--- config.mk ---
export PLATFORM = sky130hd
export DESIGN_NAME = ireg_prefetch
export DESIGN_NICKNAME = d
export VERILOG_FILES = /design/src/rtl/ireg_pkg.sv /design/src/rtl/ireg_fifo.sv /design/src/rtl/ireg_prefetch.sv
export SDC_FILE = /design/constraint.sdc
export NUM_CORES = 1
export LEC_CHECK = 0
export CAP_MARGIN = 25
export CORE_MARGIN = 1
export CORE_UTILIZATION = 35
export DETAILED_ROUTE_END_ITERATION = 6
export GPL_ROUTABILITY_DRIVEN = 0
export PLACE_DENSITY = 0.62
export REMOVE_ABC_BUFFERS = 1
export SLEW_MARGIN = 20
export SYNTH_ARGS = -nofsm -noshare
export SYNTH_HDL_FRONTEND = slang
export SYNTH_SLANG_ARGS = --single-unit
--- constraint.sdc ---
create_clock -name clk -period 3.1 [get_ports clk]
set_clock_uncertainty 0.15 [all_clocks]
set_input_delay 0.62 -clock clk [delete_from_list [all_inputs] [get_ports clk]]
set_output_delay 0.62 -clock clk [all_outputs]
set_load 0.005 [all_outputs]
--- src/rtl/ireg_pkg.sv ---
// Shared constants and helpers for the prefetching instruction register.
// Optional parity protection is enabled by defining IREG_PARITY_EN.
package ireg_pkg;

  localparam int IW_DEF    = 49;
  localparam int OW_DEF    = 48;
  localparam int SPLIT_DEF = 26;
  localparam int DEPTH_DEF = 4;

  localparam int DESTIMOD_LO = 0;
  localparam int DESTIMOD_HI = 1;

  localparam int PAR_W = 64;

  // True when the vector (word plus its parity bit) has odd parity.
  function automatic logic par_odd_ok(
    input logic [PAR_W-1:0] v
  );
    return ^v;
  endfunction

endpackage

--- src/rtl/ireg_fifo.sv ---
// Prefetch queue: DEPTH-entry FIFO with push/pop/flush.
// Pointers wrap modulo DEPTH; count is held separately.
module ireg_fifo
  import ireg_pkg::*;
#(
  parameter int W     = IW_DEF,
  parameter int DEPTH = DEPTH_DEF
) (
  input  logic                       clk,
  input  logic                       reset,
  input  logic                       push,
  input  logic                       pop,
  input  logic                       flush,
  input  logic [W-1:0]               din,
  output logic [W-1:0]               head,
  output logic [$clog2(DEPTH):0]     count,
  output logic                       full,
  output logic                       empty
);

  localparam int AW = $clog2(DEPTH);
  localparam int CW = AW + 1;

  logic [W-1:0]  mem [DEPTH];
  logic [AW-1:0] rd_ptr;
  logic [AW-1:0] wr_ptr;
  logic          do_push;
  logic          do_pop;

  assign full    = (count == CW'(DEPTH));
  assign empty   = (count == '0);
  assign do_push = push && !full && !flush;
  assign do_pop  = pop && !empty && !flush;
  assign head    = mem[rd_ptr];

  always_ff @(posedge clk) begin
    if (do_push) begin
      mem[wr_ptr] <= din;
    end
  end

  always_ff @(posedge clk) begin
    if (reset || flush) begin
      rd_ptr <= '0;
      wr_ptr <= '0;
      count  <= '0;
    end else begin
      if (do_push) begin
        wr_ptr <= wr_ptr + 1'b1;
      end
      if (do_pop) begin
        rd_ptr <= rd_ptr + 1'b1;
      end
      unique case ({do_push, do_pop})
        2'b10:   count <= count + 1'b1;
        2'b01:   count <= count - 1'b1;
        default: count <= count;
      endcase
    end
  end

endmodule

--- src/rtl/ireg_prefetch.sv ---
// Instruction register with prefetch queue and IOB override merge.
// Define IREG_PARITY_EN to add i_par input and sticky parity_err.
module ireg_prefetch
  import ireg_pkg::*;
#(
  parameter int IW    = IW_DEF,
  parameter int OW    = OW_DEF,
  parameter int SPLIT = SPLIT_DEF,
  parameter int DEPTH = DEPTH_DEF
) (
  input  logic                   clk,
  input  logic                   reset,
  input  logic [IW-1:0]          i,
`ifdef IREG_PARITY_EN
  input  logic                   i_par,
`endif
  input  logic                   in_valid,
  output logic                   in_ready,
  input  logic [OW-1:0]          iob,
  input  logic [1:0]             destimod,
  input  logic                   state_fetch,
  input  logic                   flush,
  output logic [IW-1:0]          ir,
  output logic                   ir_valid,
  output logic [$clog2(DEPTH):0] count,
  output logic                   parity_err
);

`ifdef IREG_PARITY_EN
  localparam int FW = IW + 1;
`else
  localparam int FW = IW;
`endif

  logic [FW-1:0] q_din;
  logic [FW-1:0] q_head;
  logic          q_full;
  logic          q_empty;
  logic          use_q;
  logic          use_byp;
  logic          have_src;
  logic          fetch;
  logic          push;
  logic [IW-1:0] src;
  logic [IW-1:0] merged;

`ifdef IREG_PARITY_EN
  assign q_din = {i_par, i};
`else
  assign q_din = i;
`endif

  assign fetch    = state_fetch && !flush;
  assign use_q    = fetch && !q_empty;
  assign use_byp  = fetch && q_empty && in_valid;
  assign have_src = use_q || use_byp;
  // A bypassed word is consumed directly and never enters the queue.
  assign push     = in_valid && in_ready && !flush && !use_byp;
  assign in_ready = !q_full;
  assign src      = use_q ? q_head[IW-1:0] : i;

  ireg_fifo #(
    .W     (FW),
    .DEPTH (DEPTH)
  ) u_fifo (
    .clk   (clk),
    .reset (reset),
    .push  (push),
    .pop   (use_q),
    .flush (flush),
    .din   (q_din),
    .head  (q_head),
    .count (count),
    .full  (q_full),
    .empty (q_empty)
  );

  always_comb begin
    merged = src;
    if (destimod[DESTIMOD_HI]) begin
      merged[IW-1:OW]    = '0;
      merged[OW-1:SPLIT] = iob[OW-1:SPLIT];
    end
    if (destimod[DESTIMOD_LO]) begin
      merged[SPLIT-1:0] = iob[SPLIT-1:0];
    end
  end

  always_ff @(posedge clk) begin
    if (reset) begin
      ir       <= '0;
      ir_valid <= 1'b0;
    end else if (flush) begin
      ir_valid <= 1'b0;
    end else if (state_fetch) begin
      ir_valid <= have_src;
      if (have_src) begin
        ir <= merged;
      end
    end
  end

`ifdef IREG_PARITY_EN
  logic src_par;
  logic par_ok;

  assign src_par = use_q ? q_head[IW] : i_par;
  assign par_ok  = par_odd_ok(PAR_W'({src_par, src}));

  always_ff @(posedge clk) begin
    if (reset) begin
      parity_err <= 1'b0;
    end else if (have_src && !par_ok) begin
      parity_err <= 1'b1;
    end
  end
`else
  assign parity_err = 1'b0;
`endif

endmodule

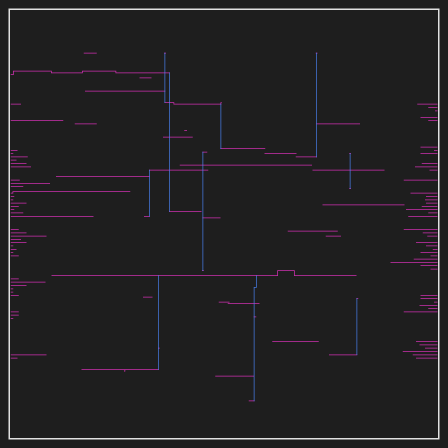
Fig. 1. Signal wires by layer.
Two of the layers only.
| layer | colour | wire length |
|---|---|---|
| metal 4 | blue | 336 um |
| metal 3 | magenta | 1250 um |

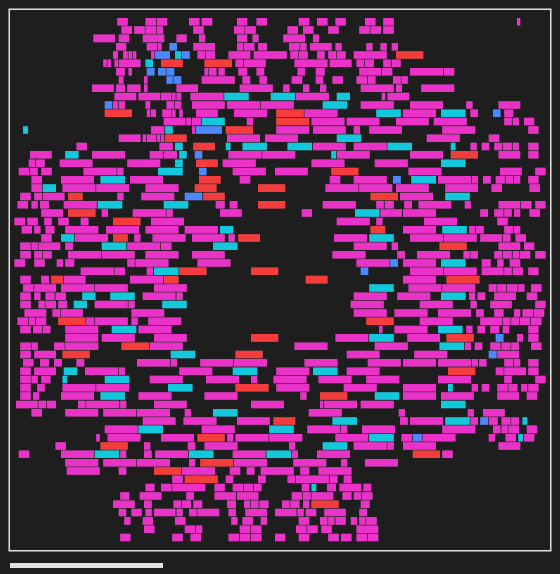
Fig. 2. Sizing map.
The bar under the picture is 50 um long.
| size | colour | cells | most used |
|---|---|---|---|
| _0 and _1 cells | magenta | 688 | edfxtp_1 |
| _6 and larger | red | 49 | clkbuf_16 |
| _3 and _4 cells | blue | 21 | buf_4 |
| _2 cells | cyan | 73 | mux4_2 |
fin area: 13700 sq um
fin worst setup slack: 0.654 ns
Layout area overhead: 28.3%
count of non-CTS buffers in the layout: 181

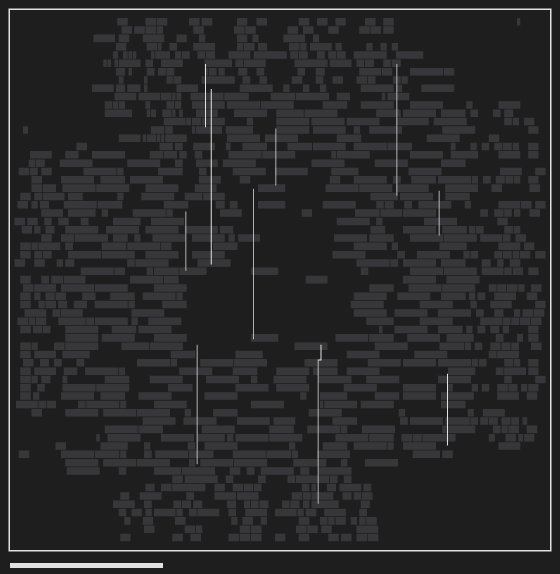
Fig. 3. Met4 routing.
The bar under the picture is 50 um long.
share of all routed wire: 1.5%
main direction: vertical
via count: 6280
WL final: 23.0 mm

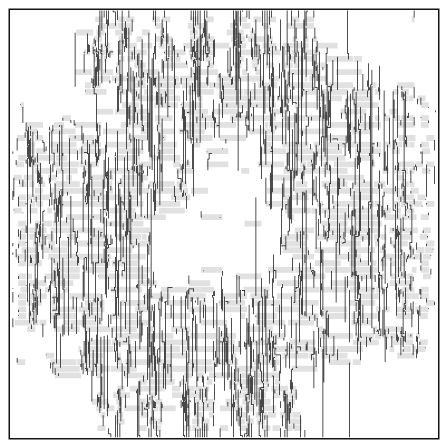
Fig. 4. Signal wires on met2.
wire length on this layer: 11200 um
longest straight run: 99.6 um
main direction: vertical
share of all routed wire: 49%

==> qor.txt <==
status = completed
CP max FO = 3
setup TNS = 0 ns
main flop type = edfxtp_1
maximum VDD drop = 0.000337 V
Iter 0 DRT Violations = 292
chip height = 177 um
EDFF count, synth = 196
TritonRoute pass-1 iters = 4
Final Power = 7.75 mW
global-route wire length before repair = 36.3 mm
power density cells = 567 nW/um^2
startpoint types = input port
Tot GR Track Use = 0.149
period utilization = 0.789
final core occ = 0.459
Setup CP Type = in2reg
Seq group = 3.75 mW
sw frac = 0.199
largest net degree at the start of global routing = 52
clock share of power = 0.456
Netlist cell types = 38
CTS tree = done
Final ANT Viol Nets = 0
ys flops = 255
fill cell count = 2634
CTS Buffer Depth = 3
Hold Slack = 0.329 ns
Yosys warnings = 0
count of tool warnings = 28
simple share = 0.104
Yosys Chip Area = 10700 sq um
Die X-Extent = 177 um
core area = 29800 sq um
reg2reg path depth = 5
vias in the first global route = 6640
DR WL/cell = 18.8 um
RSZ-0062 raised after global routing = false
Async SR Flop Fraction = 0
cts bufs inserted = 28
HPWL after detailed placement = 13.7 mm
Seq share, synth = 0.663
Clock Latency Late Sink = 0.53 ns
top cells by count, synth = 196 x edfxtp_1, 59 x dfxtp_1, 49 x mux4_2, 49 x nand3b_1, 49 x nor2b_1
Final Non-Filler Cells = 1221
Syn Area/Cell = 16.2 sq um
# resized after CTS = 0
most frequent cell after synthesis = edfxtp_1
Setup Viol. Count Final = 0
Hold Path Class = reg2reg
mux share = 0.103
top cells by area = edfxtp_1 55%, dfxtp_1 11%, mux4_2 10%
dpl ws = 0.107 ns
Clock Tree Root = clkbuf_16
comb. cell area = 3240 sq um
Slew @ Worst Pin = 0.910 ns
Top power group = sequential cells
Hold Violations, Final = 0
layout cell share with drive strength beyond 1 = 0.172
placed inst area = 12700 sq um
Cells after DPL = 1169
Final Max Tran Viols = 0
Synth Instances = 660
fin crit period = 2.45 ns
H-tree levels = 1
Pint = 6.21 mW
FF/Latch Area = 7070 sq um
endpoint type of the worst setup path = register
Post-CTS Repair Setup Buffers = 0
Worst slew margin = 0.393
FMAX = 409 MHz
Clk power = 3.53 mW
Core Util at FP = 0.358
# diodes = 0
Core Rows = 63
Power Combinational = 0.468 mW
Critical Path RT = 3.41 ns
Complex Gates by Area = 0.0824
Residual DRC = 0
Leakage Power = 4.51 nW
==> final cells by class <==
type,instances,share of cell area
Inverter,8,0.00238
Sequential cell,255,0.517
Clock buffer,37,0.0581
Timing Repair Buffer,181,0.135
Multi-Input combinational cell,335,0.237
Tap cell,390,0.0357
Clock inverter,15,0.0155
==> final timing paths <==
path / from / end / slack [ns]
setup reg to reg: u_fifo.count[0] / ir[18] / 0.70
hold reg to reg: ir[1] / ir[1] / 0.33
setup / recovery: state_fetch / u_fifo.count[2] / 0.65
hold / removal: ir[1] / ir[1] / 0.33
==> critical path, stage by stage <==
cell             delay [ns]
clkdlybuf4s50_1        0.50
nor2_1                 0.05
o311a_1                0.30
inv_1                  0.08
ha_1                   0.18
inv_1                  0.06
fa_1                   0.37
xor2_1                 0.16
or3_1                  0.30
a21oi_1                0.13
==> layout by cell type (no fill, tap or decap), types with 6 or more instances in the layout <==
| cell type | n |
|---|---|
| inv_1 | 7 |
| nor2b_1 | 48 |
| nor2_1 | 8 |
| a211oi_2 | 8 |
| a211oi_1 | 40 |
| and3_1 | 48 |
| clkdlybuf4s50_1 | 154 |
| buf_12 | 9 |
| mux4_2 | 49 |
| clkinv_2 | 6 |
| nand3b_1 | 49 |
| o41ai_1 | 48 |
| dfxtp_1 | 57 |
| clkbuf_16 | 29 |
| edfxtp_1 | 196 |
| buf_4 | 15 |
==> state kept, by name, indices dropped and copies added, names as in the netlist, named ones only <==
register and count:
u_fifo.wr_ptr 2, u_fifo.rd_ptr 2, ir_valid 1, u_fifo.count 3, u_fifo.mem 196, ir 49
==> routing by layer <==
layer  track usage  vias to the layer above  part of all wire
met5             0                        -                 0
met4        0.0320                        0             0.015
met3        0.0258                       26             0.054
met2         0.254                      151              0.49
met1         0.199                     3155              0.44
li1              -                     2948                 -
Power figures rest on the tool's default switching activity, not on a simulated workload.
